Fig. 1: cell sizes after repair
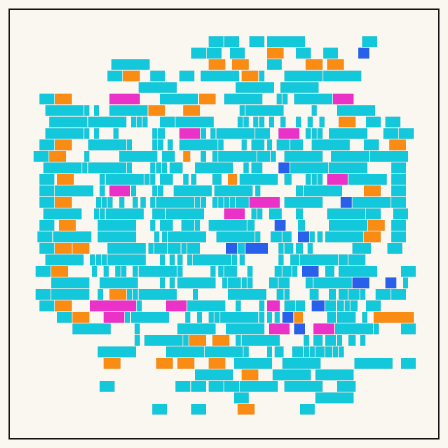
Fig. 2: placement density heat map
The die is cut into 10 by 10 equal tiles; white is low, dark blue is high, 0 to 100% covered.
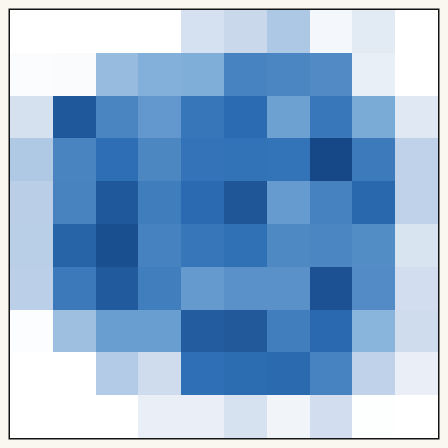
Fig. 3: placement view
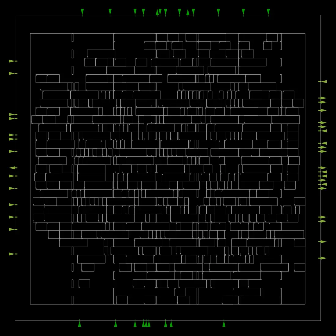
[src/rtl/matrix_scan_driver.sv]
// Time-multiplexed LED matrix scanner: prescaled one-hot column scan with per-slot
// blanking and a double-buffered frame input that swaps only at frame boundaries.
//   state   | meaning
//   S_IDLE  | enable low, outputs 0, prescaler and column held at 0
//   S_BLANK | first BLANK cycles of a slot, column deselected
//   S_DRIVE | rest of the slot, column selected and rows driven
module matrix_scan_driver #(
  parameter int COLUMNS = 5,
  parameter int ROWS    = 7,
  parameter int DIVISOR = 4,
  parameter int BLANK   = 1
) (
  input  logic                         clock,
  input  logic                         reset_n,
  input  logic                         enable,
  input  logic [COLUMNS*ROWS-1:0]      frame_data,
  input  logic                         frame_valid,
  output logic                         frame_ready,
  output logic [COLUMNS-1:0]           column_select,
  output logic [ROWS-1:0]              row_drive,
  output logic [$clog2(COLUMNS)-1:0]   column_index,
  output logic                         frame_start
);

  localparam int CW = $clog2(COLUMNS);
  localparam int PW = $clog2(DIVISOR);

  typedef enum logic [1:0] {S_IDLE, S_BLANK, S_DRIVE} state_t;

  state_t                  state;
  logic [PW-1:0]           presc;
  logic [PW-1:0]           nxt_presc;
  logic [CW-1:0]           nxt_col;
  logic [COLUMNS*ROWS-1:0] active;
  logic [COLUMNS*ROWS-1:0] shadow;
  logic [COLUMNS*ROWS-1:0] nxt_active;
  logic                    shadow_full;
  logic                    nxt_full;
  logic                    running;
  logic                    slot_end;
  logic                    last_col;
  logic                    frame_end;
  logic                    swap;
  logic                    accept;
  logic                    blank;

  always_comb begin
    running    = (state != S_IDLE);
    slot_end   = (presc == PW'(DIVISOR - 1));
    last_col   = (column_index == CW'(COLUMNS - 1));
    frame_end  = running && slot_end && last_col;
    swap       = enable && frame_end && shadow_full;
    accept     = frame_valid && frame_ready;
    nxt_active = swap ? shadow : active;
    // accept needs shadow empty and swap needs it full, so they never coincide
    nxt_full   = accept | (shadow_full & ~swap);
    nxt_presc  = '0;
    nxt_col    = '0;
    if (running) begin
      nxt_presc = slot_end ? '0 : presc + 1'b1;
      nxt_col   = column_index;
      if (slot_end) nxt_col = last_col ? '0 : column_index + 1'b1;
    end
    blank = (BLANK > 0) && (nxt_presc < PW'(BLANK));
  end

  always_ff @(posedge clock or negedge reset_n) begin
    if (!reset_n) begin
      state         <= S_IDLE;
      presc         <= '0;
      column_index  <= '0;
      column_select <= '0;
      row_drive     <= '0;
      frame_start   <= 1'b0;
      frame_ready   <= 1'b1;
      shadow_full   <= 1'b0;
      active        <= '0;
      shadow        <= '0;
    end else begin
      active      <= nxt_active;
      shadow_full <= nxt_full;
      frame_ready <= ~nxt_full;
      if (accept) shadow <= frame_data;
      if (!enable) begin
        state         <= S_IDLE;
        presc         <= '0;
        column_index  <= '0;
        column_select <= '0;
        row_drive     <= '0;
        frame_start   <= 1'b0;
      end else begin
        state         <= blank ? S_BLANK : S_DRIVE;
        presc         <= nxt_presc;
        column_index  <= nxt_col;
        frame_start   <= !running || frame_end;
        column_select <= blank ? '0 : (COLUMNS'(1) << nxt_col);
        row_drive     <= blank ? '0 : nxt_active[nxt_col*ROWS +: ROWS];
      end
    end
  end

endmodule

[config.mk]
export PLATFORM = sky130hd
export DESIGN_NAME = matrix_scan_driver
export DESIGN_NICKNAME = d
export VERILOG_FILES = /design/src/rtl/matrix_scan_driver.sv
export SDC_FILE = /design/constraint.sdc
export NUM_CORES = 1
export LEC_CHECK = 0
export CAP_MARGIN = 20
export CORE_MARGIN = 5
export CORE_UTILIZATION = 46
export DETAILED_ROUTE_END_ITERATION = 10
export PLACE_DENSITY = 0.75
export SLEW_MARGIN = 20
export SYNTH_ARGS = -nofsm -noshare
export SYNTH_HDL_FRONTEND = slang
export SYNTH_SLANG_ARGS = --single-unit
[constraint.sdc]
create_clock -name clock -period 2.6 [get_ports clock]
set_input_delay 0.39 -clock clock [delete_from_list [all_inputs] [get_ports clock]]
set_output_delay 0.39 -clock clock [all_outputs]
set_load 0.02 [all_outputs]
==> results.tsv <==
stage	metric	value	unit
yosys	Top FF cell, synth	dfrtp_1	
routing	Via density	5.153	
routing	First-pass DRT Iterations	4	
setup_path	depth of the worst register-to-register path	8	
power_and_ir_drop	power per cell area	667.3	nW/µm²
routing	DR vias	2700	
routing	drt first-iter violations	154	
setup_path	CP Capture Type	flop	
setup_path	Reg2Reg Setup Slack	0.19	ns
setup_path	Critical Path Source	column_index[0]	
yosys	XOR/XNOR Area Share	0	
global_route	first-pass GRT wire length	13.32	mm
yosys	Area contributors post-synth	dfrtp_1, nand2_1, mux2_2	
power_and_ir_drop	Clk network pwr share	0.307	
power_and_ir_drop	NetSw	784.7	µW
clock_network	Worst-Skew Late Latency	0.36	ns
setup_path	R2R Path Start	column_index[0]	
final_layout	Comb area	1421	µm²
floorplanning	Die Y	101.3	µm
yosys	Syn. warnings	0	
global_route	met2 GRT Util	0.2671	
timing	fin. max-slew vios	0	
yosys	Yosys Chip Area	3835	µm²
outcome	status	completed	
placement	input/output buffers	55	
power_and_ir_drop	Internal Power	2367	µW
yosys	share of synthesized registers carrying an async set or reset	1.000	
final_layout	clk tree area frac	0.04265	
placement	DP Cell Count	507	
final_layout	non-filler cells, final	524	
setup_path	Slowest Stage Delay on Critical Path	0.50	ns
timing	cycle use final	0.9282	
setup_path	Worst path slowest cell	a2111oi_0	
yosys	cells after synthesis	356	
setup_path	Largest delay share family, worst path	AND-OR/OR-AND gates	
routing	DR WL/cell	15.18	µm
-- Fig. 1 (at the start) --
legend:
  orange:
    size: _2 cells
    cells: 39
    share: 9.3%
    most_used: mux2_2
  blue:
    size: _3 and _4 cells
    cells: 13
    share: 3.1%
    most_used: buf_4
  magenta:
    size: _6 and larger
    cells: 14
    share: 3.3%
    most_used: clkbuf_8
  cyan:
    size: _0 and _1 cells
    cells: 353
    share: 84%
    most_used: nand2_1
Final Cell Area: 4723 µm²
Layout area overhead: 23.16%
Signal buffers: 65
final worst slack: 0.1868 ns

-- Fig. 2 (at the start) --
fullest tile: 91%
mean over tiles: 45%
emptiest ninth of the die: bottom left

-- Fig. 3 (at the start) --
Final Core Density: 0.5777
flop share of the area: 0.4877
flop count: 92

Power is estimated from default activity; no workload was simulated.
